$ cat src/rtl/ddr_pkg.sv
// Shared encodings for the DDR arbiter: controller command codes and arbiter FSM states.
package ddr_pkg;

   typedef enum logic [1:0] {
      CmdNop     = 2'd0,
      CmdRead    = 2'd1,
      CmdWrite   = 2'd2,
      CmdRefresh = 2'd3
   } ddr_cmd_e;

   localparam logic [1:0] StIdle  = 2'd0;
   localparam logic [1:0] StIssue = 2'd1;
   localparam logic [1:0] StWait  = 2'd2;

   function automatic logic [1:0] client_cmd(input logic write);
      return write ? CmdWrite : CmdRead;
   endfunction

endpackage

$ cat src/rtl/ddr_refresh_timer.sv
// Free-running refresh interval timer: ticks every RefreshPeriod cycles and flags a tick that
// lands while the previous refresh is still pending.
module ddr_refresh_timer #(
   parameter int unsigned RefreshPeriod = 390
) (
   input  logic clock,
   input  logic reset,
   input  logic pending,
   output logic tick,
   output logic overrun
);

   localparam int unsigned CntW = (RefreshPeriod > 1) ? $clog2(RefreshPeriod) : 1;
   localparam logic [CntW-1:0] Reload = CntW'(RefreshPeriod - 1);

   logic [CntW-1:0] r_count;
   logic            r_overrun;

   assign tick    = (r_count == '0);
   assign overrun = r_overrun;

   always_ff @(posedge clock or posedge reset) begin
      if (reset) begin
         r_count   <= Reload;
         r_overrun <= 1'b0;
      end else begin
         r_count <= tick ? Reload : r_count - 1'b1;
         if (tick && pending) begin
            r_overrun <= 1'b1;
         end
      end
   end

endmodule

$ cat src/rtl/ddr_arbiter.sv
// Two-client round-robin arbiter in front of a DDR controller, with periodic refresh insertion
// taking priority over client traffic.
module ddr_arbiter
   import ddr_pkg::*;
#(
   parameter int unsigned AddrWidth     = 24,
   parameter int unsigned DataWidth     = 32,
   parameter int unsigned RefreshPeriod = 390
) (
   input  logic                 clock,
   input  logic                 reset,
   input  logic                 c0_req,
   input  logic                 c1_req,
   input  logic                 c0_write,
   input  logic                 c1_write,
   input  logic [AddrWidth-1:0] c0_addr,
   input  logic [AddrWidth-1:0] c1_addr,
   input  logic [DataWidth-1:0] c0_wdata,
   input  logic [DataWidth-1:0] c1_wdata,
   output logic                 c0_ack,
   output logic                 c1_ack,
   output logic [DataWidth-1:0] rdata,
   output logic                 mc_cmd_valid,
   input  logic                 mc_cmd_ready,
   output logic [1:0]           mc_cmd,
   output logic [AddrWidth-1:0] mc_addr,
   output logic [DataWidth-1:0] mc_wdata,
   input  logic                 mc_done,
   input  logic [DataWidth-1:0] mc_rdata,
   output logic                 refresh_overrun
);

   logic [1:0]           r_state;
   logic                 r_owner;
   logic                 r_rr_next;
   logic                 r_refresh_cmd;
   logic                 r_is_read;
   logic                 r_pending;
   logic                 r_mc_cmd_valid;
   logic [1:0]           r_mc_cmd;
   logic [AddrWidth-1:0] r_mc_addr;
   logic [DataWidth-1:0] r_mc_wdata;
   logic [DataWidth-1:0] r_rdata;
   logic                 r_c0_ack;
   logic                 r_c1_ack;

   logic                 w_tick;
   logic                 w_overrun;
   logic                 w_c0_elig;
   logic                 w_c1_elig;
   logic                 w_pick_c1;
   logic                 w_client_sel;
   logic                 w_sel_write;
   logic [AddrWidth-1:0] w_sel_addr;
   logic [DataWidth-1:0] w_sel_wdata;
   logic                 w_done;

   ddr_refresh_timer #(
      .RefreshPeriod(RefreshPeriod)
   ) u_refresh_timer (
      .clock  (clock),
      .reset  (reset),
      .pending(r_pending),
      .tick   (w_tick),
      .overrun(w_overrun)
   );

   // A client whose ack is showing this cycle has not yet had a chance to drop its request.
   assign w_c0_elig    = c0_req & ~r_c0_ack;
   assign w_c1_elig    = c1_req & ~r_c1_ack;
   assign w_pick_c1    = w_c1_elig & (~w_c0_elig | r_rr_next);
   assign w_client_sel = w_c0_elig | w_c1_elig;
   assign w_sel_write  = w_pick_c1 ? c1_write : c0_write;
   assign w_sel_addr   = w_pick_c1 ? c1_addr  : c0_addr;
   assign w_sel_wdata  = w_pick_c1 ? c1_wdata : c0_wdata;
   assign w_done       = (r_state == StWait) & mc_done;

   // A timer tick wins over the completion of the refresh it would otherwise clear.
   always_ff @(posedge clock or posedge reset) begin
      if (reset) begin
         r_pending <= 1'b0;
      end else if (w_tick) begin
         r_pending <= 1'b1;
      end else if (w_done && r_refresh_cmd) begin
         r_pending <= 1'b0;
      end
   end

   always_ff @(posedge clock or posedge reset) begin
      if (reset) begin
         r_state        <= StIdle;
         r_owner        <= 1'b0;
         r_rr_next      <= 1'b0;
         r_refresh_cmd  <= 1'b0;
         r_is_read      <= 1'b0;
         r_mc_cmd_valid <= 1'b0;
         r_mc_cmd       <= CmdNop;
         r_mc_addr      <= '0;
         r_mc_wdata     <= '0;
         r_rdata        <= '0;
         r_c0_ack       <= 1'b0;
         r_c1_ack       <= 1'b0;
      end else begin
         r_c0_ack <= 1'b0;
         r_c1_ack <= 1'b0;
         case (r_state)
            StIdle: begin
               if (r_pending) begin
                  r_state        <= StIssue;
                  r_refresh_cmd  <= 1'b1;
                  r_is_read      <= 1'b0;
                  r_mc_cmd_valid <= 1'b1;
                  r_mc_cmd       <= CmdRefresh;
                  r_mc_addr      <= '0;
                  r_mc_wdata     <= '0;
               end else if (w_client_sel) begin
                  r_state        <= StIssue;
                  r_owner        <= w_pick_c1;
                  r_refresh_cmd  <= 1'b0;
                  r_is_read      <= ~w_sel_write;
                  r_mc_cmd_valid <= 1'b1;
                  r_mc_cmd       <= client_cmd(w_sel_write);
                  r_mc_addr      <= w_sel_addr;
                  r_mc_wdata     <= w_sel_wdata;
               end
            end
            StIssue: begin
               if (mc_cmd_ready) begin
                  r_state        <= StWait;
                  r_mc_cmd_valid <= 1'b0;
                  r_mc_cmd       <= CmdNop;
               end
            end
            StWait: begin
               if (mc_done) begin
                  r_state <= StIdle;
                  if (!r_refresh_cmd) begin
                     r_c0_ack  <= ~r_owner;
                     r_c1_ack  <= r_owner;
                     r_rr_next <= ~r_owner;
                     if (r_is_read) begin
                        r_rdata <= mc_rdata;
                     end
                  end
               end
            end
            default: begin
               r_state <= StIdle;
            end
         endcase
      end
   end

   assign c0_ack          = r_c0_ack;
   assign c1_ack          = r_c1_ack;
   assign rdata           = r_rdata;
   assign mc_cmd_valid    = r_mc_cmd_valid;
   assign mc_cmd          = r_mc_cmd;
   assign mc_addr         = r_mc_addr;
   assign mc_wdata        = r_mc_wdata;
   assign refresh_overrun = w_overrun;

endmodule

$ cat config.mk
export PLATFORM = sky130hd
export DESIGN_NAME = ddr_arbiter
export DESIGN_NICKNAME = d
export VERILOG_FILES = /design/src/rtl/ddr_pkg.sv /design/src/rtl/ddr_refresh_timer.sv /design/src/rtl/ddr_arbiter.sv
export SDC_FILE = /design/constraint.sdc
export NUM_CORES = 1
export LEC_CHECK = 0
export CORE_MARGIN = 2
export CORE_UTILIZATION = 44
export DETAILED_ROUTE_END_ITERATION = 7
export GPL_ROUTABILITY_DRIVEN = 0
export PLACE_DENSITY_LB_ADDON = 0.3
export SYNTH_ARGS = -nofsm -noshare
export SYNTH_HDL_FRONTEND = slang
export SYNTH_SLANG_ARGS = --single-unit
$ cat constraint.sdc
create_clock -name clock -period 7.3 [get_ports clock]
set_clock_uncertainty 0.2 [all_clocks]
set_input_delay 1.095 -clock clock [delete_from_list [all_inputs] [get_ports clock]]
set_output_delay 1.095 -clock clock [all_outputs]
set_load 0.05 [all_outputs]
==> out/qor.yml, run 1 <==
status: "completed"
fillers: 879
cpLargestDelayFamily: "simple AND/OR/NAND/NOR gates"
crit_fanout: 59
fin_setup_tns_ns: 0
worstSetupEndpointType: "flip-flop"
drt-pass1-iter-count: 4
ant_nets: 0
row_count: 39
synthesis.area_um2: 5020
hold_depth: 1
cp_num_cells: 5
hpwl_um: 9800
dieArea_um2: 12300
die_x_um: 111
r2r_slack_ns: 4.53
switchingPower_uw: 1800
grt_util_met3_pct: 7.33
top_area_cell: "dfrtp_1"
ys_sh_adder_pct: 0.249
highest_layer: "met4"
powerClk_uw: 544
grt_pass1_vias: 4663
hold_buffers: 0
wl_met2_um: 7470
root_buffer: "clkbuf_16"
regArea_um2: 2760
comb_power_uw: 2180
seqPwrFrac_pct: 27.5
worstPathRequired_ns: 7.34
p_leak_uw: 0.00339
stage_log_warnings: 26
pwr_density_cell_nw_per_um2: 481
fp.dieH_um: 111
antenna_found_initial: 0
route.detailed.drc: 0
logic_area_um2: 2050
critPathBufInv: 1
clk_path_buf_depth: 2
min_from: "u_refresh_timer.overrun"
grt_use_met2_pct: 41.0
synthCells: 468
cts_setup_buffers: 0
tritoncts: "built"
reg2reg_from: "c0_ack"
r2r_end: "mc_cmd[1]"
maxCapViolCount: 0
fmax_mhz: 280
final_common_cell: "clkdlybuf4s50_1"
ys_ff: 110
finalHoldViolCount: 0
yosysWarningCount: 0
worstSkewPairLatency_ns: 0.35
endpoint: "mc_cmd[1]"
post_cts_resized: 0
dp_cells: 826
synth_cell_types: 43
drive_gt1_share_pct: 12.6
p_comb_share_pct: 58.1
grt_first_pass_wirelength_um: 23600
worstPathArrival_ns: 3.61
## run 1: cells in the mapped netlist, drive strengths merged
cell,instances
a21o,2
o21a,1
nor2b,1
a21oi,112
mux2,33
clkbuf,13
and2b,1
xnor2,2
o22ai,1
dfstp,4
nor3,4
inv,4
a221o,2
a211o,2
dfrtp,106
nand4b,1
nand3,1
nor3b,1
buf,20
ha,1
mux2i,1
o21ai,62
nor4b,1
nor4,3
nor2,9
and2,3
xor2,3
nand3b,1
nand2b,4
or3b,1
nand2,68
## run 1: area by class of cell
type	instances	share of cell area [%]
Sequential cell	110	35.3
Timing Repair Buffer	248	31.7
Multi-Input combinational cell	321	26.2
Clock buffer	10	3.06
Tap cell	143	2.29
Clock inverter	6	1.20
Inverter	4	0.224
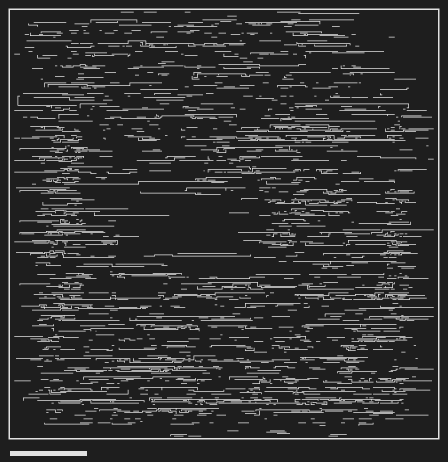
run_1/met1.png
Bar = 20 um.
The layer holds 40% of the routed length. The longest straight run is 37.7 um. The wires run mostly horizontal. The layer carries 5,910 um of wire. 736 nets have wire on it.
final WL: 14,600 um
via count: 4,441
GR Layer Usage met1: 29.0%

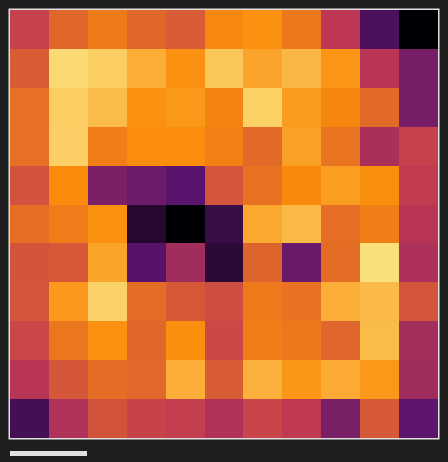
run_1/density.png
Bar = 20 um. The die is cut into 11 by 11 equal tiles; black is low, pale yellow is high, 0 to 100% covered.
1.7% of the tiles are nearly empty. The mean over all tiles is 62%. The fullest tile reaches 93%. 31% of the tiles are over 75% full. The emptiest ninth of the die: centre.

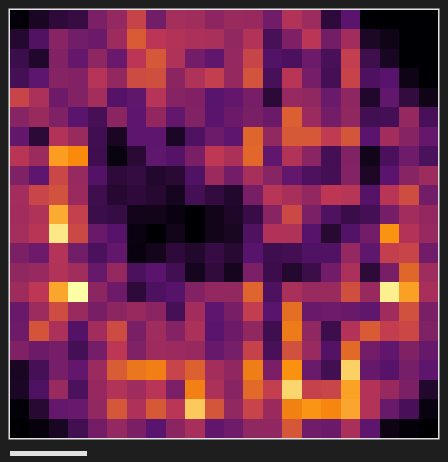
run_1/wire_density.png
Bar = 20 um. The die is cut into 22 by 22 equal tiles; black is low, pale yellow is high, scaled to the fullest tile. Values are wire area over tile area, all layers added.
The fullest tile reaches 0.57. The mean over all tiles is 0.19. The densest ninth of the die: south. 16% of the tiles are over half the peak.
GRT Util Overall: 24.0%
Avg WL per Cell: 17.4 um

run_1/final_congestion.png
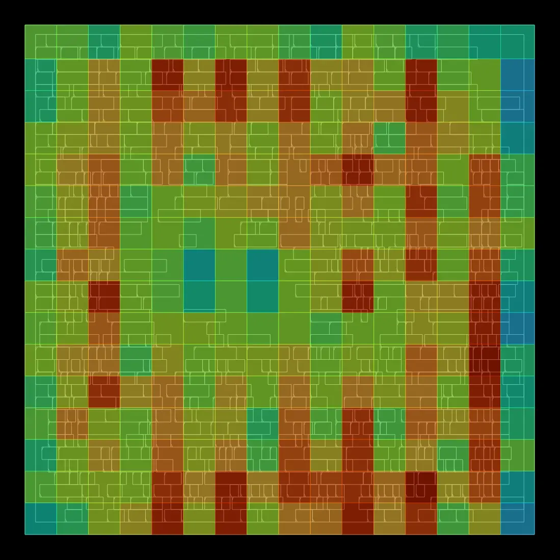

==> run 1 -> run 2 <==
--- a/config.mk
+++ b/config.mk
@@ -6,7 +6,7 @@
 export NUM_CORES = 1
 export LEC_CHECK = 0
 export CORE_MARGIN = 2
-export CORE_UTILIZATION = 44
+export CORE_UTILIZATION = 37
 export DETAILED_ROUTE_END_ITERATION = 7
 export GPL_ROUTABILITY_DRIVEN = 0
 export PLACE_DENSITY_LB_ADDON = 0.3
==> constraint.sdc (replaced) <==
create_clock -name clock -period 3.15 [get_ports clock]
set_clock_uncertainty 0.2 [all_clocks]
set_input_delay 0.4725 -clock clock [delete_from_list [all_inputs] [get_ports clock]]
set_output_delay 0.4725 -clock clock [all_outputs]
set_load 0.05 [all_outputs]
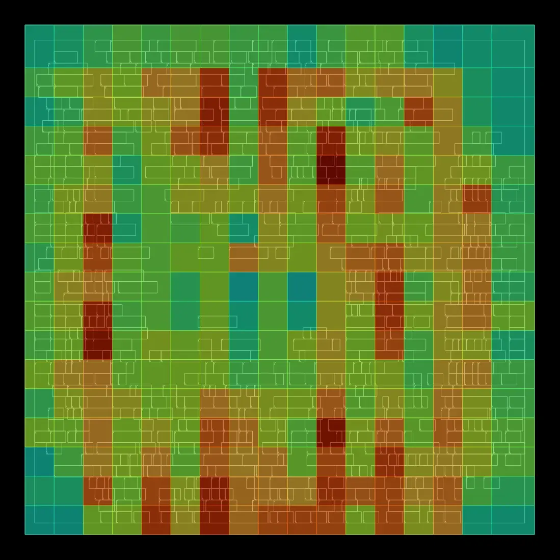
run_2/final_congestion.png
final core occ: 59.6%
Avg WL per Cell: 17.0 um
GRT Util Overall: 20.5%
met3 Resource Use GR: 3.73%

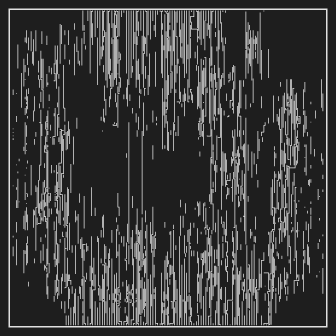
run_2/met2.png
737 nets have wire on it. The wires run mostly vertical.
grt met2 use: 35.5%
final WL: 15,000 um

==> run 2 against run 1 <==
Worst hold slack worse by 0.0071 ns. Worst setup slack lost 3.2 ns. Highest routed layer unchanged. Largest cell class unchanged. Non-clock buffer count is 7 higher. Clock power up 110%. Utilization fell by 9.6 points.
==> out/qor.yml, run 2 <==
met1_usage_pct: 25.5  # -3.4 points
numPortBuffers: 245
post_cts_resized: 0  # unchanged
ant_nets: 0  # unchanged
yosysChipArea_um2: 5020
async_reset_ff_share_pct: 100  # unchanged
rsz0062_at_grt: "false"
ys_dominant_reg_cell: "dfrtp_1"
path_clk_slew_ns: 0.07
final.setup.worst_slack_ns: 0.513
drive_gt1_share_pct: 13.2  # +0.58 points
yosysWarningCount: 0  # unchanged
antenna_found_initial: 0  # unchanged
critPathBufInv: 2  # +1
min_from: "u_refresh_timer.overrun"
synth_cell_types: 43  # unchanged
grt_first_pass_wirelength_um: 23700  # +0.55%
p_leak_uw: 0.00342  # +0.76%
hold_buffers: 0  # unchanged
row_count: 42  # +7.7%
tritoncts: "built"
grt_pass1_vias: 4635  # -0.60%
die_x_um: 121  # +8.7%
stage_log_warnings: 26  # unchanged
r2r_end: "mc_addr[19]"
worstPathRequired_ns: 3.21  # -4.13 ns
final_cell_mix: "clkdlybuf4s50_1, dfrtp_1, a21oi_1"
dp_cells: 866  # +4.8%
fin_setup_tns_ns: 0  # unchanged
status: "completed"
ys_ff: 110  # unchanged
drt-pass1-iter-count: 4  # unchanged
endpoint: "mc_addr[19]"
finalHoldViolCount: 0  # unchanged
hpwl_um: 10600  # +7.8%
highest_layer: "met4"
synth-edff-count: 0  # unchanged
synthCells: 468  # unchanged
clk_path_buf_depth: 2  # unchanged
synthesis.area_um2: 5020  # unchanged
maxCapViolCount: 0  # unchanged
pwr_density_cell_nw_per_um2: 1090  # +130%
cp_num_cells: 6  # +1
reg2reg_from: "c1_ack"
worstPathArrival_ns: 2.70  # -0.91 ns
grt_overflow: 0
hold_depth: 1  # unchanged
root_buffer: "clkbuf_16"
cts_setup_buffers: 0  # unchanged
worstSkewPairLatency_ns: 0.34  # about the same
route.detailed.drc: 0  # unchanged
crit_start: "c1_req"
fmax_mhz: 379
common_cells: "dfrtp_1, a21oi_1, nand2_1"
synth.most_common_cell: "dfrtp_1"
r2r_slack_ns: 0.67  # -3.86 ns
dr_total_vias: 4468  # +0.61%
final_common_cell: "clkdlybuf4s50_1"
wl_met2_um: 7530  # +0.80%
dieArea_um2: 14500  # +18%
top_area_cell: "dfrtp_1"
fp.dieH_um: 121  # +8.7%
worstSetupEndpointType: "flip-flop"
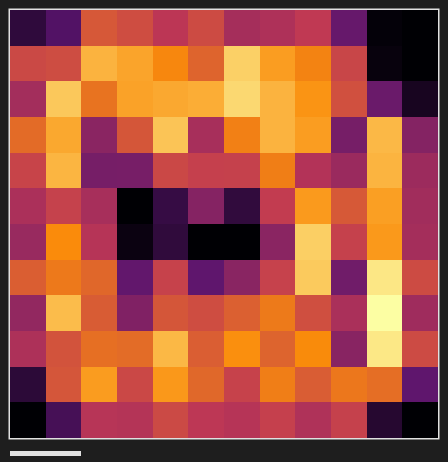
run_2/density.png
Bar = 20 um. The die is cut into 12 by 12 equal tiles; black is low, pale yellow is high, 0 to 100% covered.
FP Util: 37.9%
Core ar.: 13,200 um2

run 2: layout make-up:
| class | instances | area [um2] |
|---|---|---|
| Timing Repair Buffer | 255 | 2560 |
| Fill cell | 1092 | 5350 |
| Tap cell | 176 | 220 |
| Sequential cell | 110 | 2760 |
| Clock buffer | 11 | 233 |
| Clock inverter | 5 | 57.6 |
| Inverter | 4 | 18.8 |
| Multi-Input combinational cell | 321 | 2050 |
run 2: kinds of logic after synthesis:
group           Yosys count  share of synthesized area, %
flops                   110                          54.9
simple gates             99                          9.21
compound gates          182                          20.4
xor+xnor                  5                         0.872
fa+ha+maj                 1                         0.249
buf+inv                  37                          4.58
mux                      34                          9.84
run 2: report_power, final:
part / switching, uW / internal [uW]
logic: 3290 / 1820
registers: 361 / 2030
clock network: 520 / 620
total: 4170 / 4480
Power and IR drop assume default switching activity.
